==> config.mk <==
export PLATFORM = sky130hd
export DESIGN_NAME = countdown_display
export DESIGN_NICKNAME = d
export VERILOG_FILES = /design/src/rtl/countdown_display.sv
export SDC_FILE = /design/constraint.sdc
export NUM_CORES = 1
export LEC_CHECK = 0
export CORE_UTILIZATION = 47
export DETAILED_ROUTE_END_ITERATION = 10
export HOLD_SLACK_MARGIN = 0.15
export PLACE_DENSITY = 0.74
export SLEW_MARGIN = 20
export SYNTH_ARGS = -nofsm -noshare
export SYNTH_HDL_FRONTEND = slang
export SYNTH_SLANG_ARGS = --single-unit
export TNS_END_PERCENT = 100
==> constraint.sdc <==
create_clock -name clk -period 2.4 [get_ports clk]
set_input_delay 0.6 -clock clk [delete_from_list [all_inputs] [get_ports clk]]
set_output_delay 0.6 -clock clk [all_outputs]
set_load 0.01 [all_outputs]
==> src/rtl/countdown_display.sv <==
// Seven-segment countdown display: loads an interval, counts it down on 1 Hz ticks,
// shows 0 for two ticks, then blanks. Optional walk-lamp blink: define WALK_BLINK_EN.
module countdown_display (
  input  logic       clk,
  input  logic       sys_reset,
  input  logic       start_timer,
  input  logic [3:0] time_value,
  input  logic       one_hz_enable,
  input  logic       expired,
  input  logic       walk,
  output logic [6:0] seg,
  output logic       busy
);

  typedef enum logic [1:0] {IDLE, COUNT, DONE} state_t;

  state_t     state_q, state_d;
  logic [3:0] remaining_q, remaining_d;
  logic       hold_cnt_q, hold_cnt_d;
  logic [6:0] seg_q, seg_d;
  logic       busy_q, busy_d;
  logic       phase_d;
`ifdef WALK_BLINK_EN
  logic       phase_q;
`else
  logic       unused_walk;
  assign unused_walk = walk;
`endif

  function automatic logic [6:0] hex7(input logic [3:0] v);
    case (v)
      4'h0: hex7 = 7'h3F; 4'h1: hex7 = 7'h06; 4'h2: hex7 = 7'h5B; 4'h3: hex7 = 7'h4F;
      4'h4: hex7 = 7'h66; 4'h5: hex7 = 7'h6D; 4'h6: hex7 = 7'h7D; 4'h7: hex7 = 7'h07;
      4'h8: hex7 = 7'h7F; 4'h9: hex7 = 7'h6F; 4'hA: hex7 = 7'h77; 4'hB: hex7 = 7'h7C;
      4'hC: hex7 = 7'h39; 4'hD: hex7 = 7'h5E; 4'hE: hex7 = 7'h79; default: hex7 = 7'h71;
    endcase
  endfunction

  always_comb begin
    state_d     = state_q;
    remaining_d = remaining_q;
    hold_cnt_d  = hold_cnt_q;
`ifdef WALK_BLINK_EN
    phase_d     = phase_q;
`else
    phase_d     = 1'b0;
`endif
    if (start_timer) begin
      remaining_d = time_value;
      hold_cnt_d  = 1'b0;
      phase_d     = 1'b0;
      state_d     = (time_value != 4'd0) ? COUNT : DONE;
    end else begin
      case (state_q)
        COUNT: begin
          if (expired) begin
            remaining_d = 4'd0;
            hold_cnt_d  = 1'b0;
            phase_d     = 1'b0;
            state_d     = DONE;
          end else begin
`ifdef WALK_BLINK_EN
            // Blink phase advances on ticks taken at 3 or below, current value.
            if (!walk)
              phase_d = 1'b0;
            else if (one_hz_enable && remaining_q <= 4'd3)
              phase_d = ~phase_q;
`endif
            if (one_hz_enable) begin
              if (remaining_q != 4'd0)
                remaining_d = remaining_q - 4'd1;
              if (remaining_q <= 4'd1) begin
                hold_cnt_d = 1'b0;
                phase_d    = 1'b0;
                state_d    = DONE;
              end
            end
          end
        end
        DONE: begin
          if (one_hz_enable) begin
            if (hold_cnt_q) begin
              hold_cnt_d = 1'b0;
              state_d    = IDLE;
            end else begin
              hold_cnt_d = 1'b1;
            end
          end
        end
        default: ;
      endcase
    end

    // Outputs are registered from next state so they track the state register.
    busy_d = (state_d == COUNT);
    if (state_d == IDLE || phase_d)
      seg_d = 7'h00;
    else
      seg_d = hex7(remaining_d);
  end

  always_ff @(posedge clk or posedge sys_reset) begin
    if (sys_reset) begin
      state_q     <= IDLE;
      remaining_q <= 4'd0;
      hold_cnt_q  <= 1'b0;
      seg_q       <= 7'h00;
      busy_q      <= 1'b0;
`ifdef WALK_BLINK_EN
      phase_q     <= 1'b0;
`endif
    end else begin
      state_q     <= state_d;
      remaining_q <= remaining_d;
      hold_cnt_q  <= hold_cnt_d;
      seg_q       <= seg_d;
      busy_q      <= busy_d;
`ifdef WALK_BLINK_EN
      phase_q     <= phase_d;
`endif
    end
  end

  assign seg  = seg_q;
  assign busy = busy_q;

endmodule

==> results_dict.tcl <==
# yosys + openroad results
set metrics [dict create \
    p_total_mw 1.664 \
    endpoint "seg[0]$_DFF_PP0_" \
    drive_gt1_frac 0.3540 \
    lay_top_cells "34 x buf_4, 15 x dfrtp_1, 14 x clkdlybuf4s50_1, 11 x inv_1, 10 x ha_1" \
    n_antenna_cell 0 \
    grt_pass1_wl_um 4581 \
    dp_slack_ps -468.2 \
    most_common_cell "dfrtp_1" \
    setup-violations-final 0 \
    n_tap_cell 28 \
    place.gp.congestion 0.8907 \
    viasPerCell 5.450 \
    hold_viol_final 0 \
    holdPathEnd "hold_cnt_q$_DFFE_PP0P_" \
    p_seq_frac 0.244 \
    grt_max_degree 16 \
    clock_skew_ps 5.744 \
    cts_sinks 15 \
    holdCritStartpoint "hold_cnt_q$_DFFE_PP0P_" \
    clock_power_mw 0.152 \
    fin_crit_ps 2387 \
    nNonClkInverters 13 \
    max_cap_viol_count 0 \
    avgSynthCellArea_um2 10.28 \
    seqAreaFraction 0.2256 \
    path_depth 8 \
    cellPowerDensity_nw_per_um2 1000 \
    grt_usage 0.2447 \
    rows 17 \
    maxSlewViolCount 0 \
    post_cts_resized 6 \
    crit_chain "clkdlybuf4s50_1, buf_4, and4bb_1, a32oi_2, and2_4, inv_2, and3_1, a2111oi_4" \
    slowest_delay_ps 480 \
    clk_pin_slew_ps 100 \
    portBuffers 16 \
    status "finished, final reports clean" \
    switching_power_mw 0.6692 \
    clk_path_buf_depth 2 \
    drt_pre_antenna_iters 4 \
]
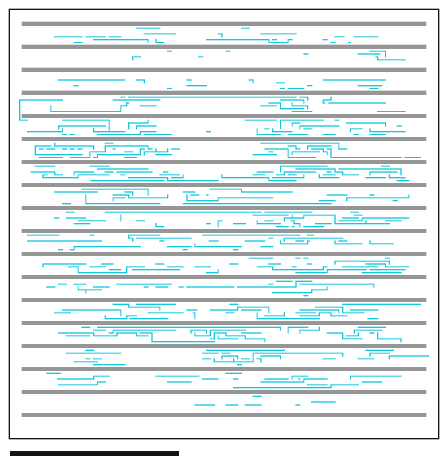
m1.png
The bar under the picture is 20 µm long. Supply wires on this layer in gray.
main direction: horizontal
share of all routed wire: 41%
nets with wire on the layer: 163
met1 Usage GRT: 0.2657
vias: 1,030

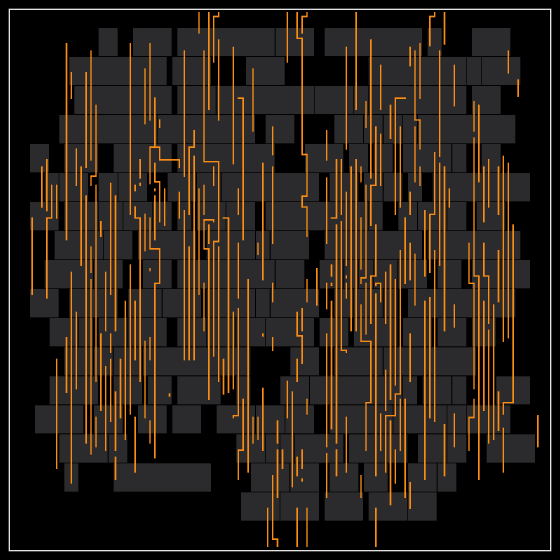
m2.png
share of all routed wire: 53%
nets with wire on the layer: 155
wire length on this layer: 1,510 µm
longest straight run: 23.1 µm
M2 GR Usage: 0.4467
final wirelength: 2840 µm

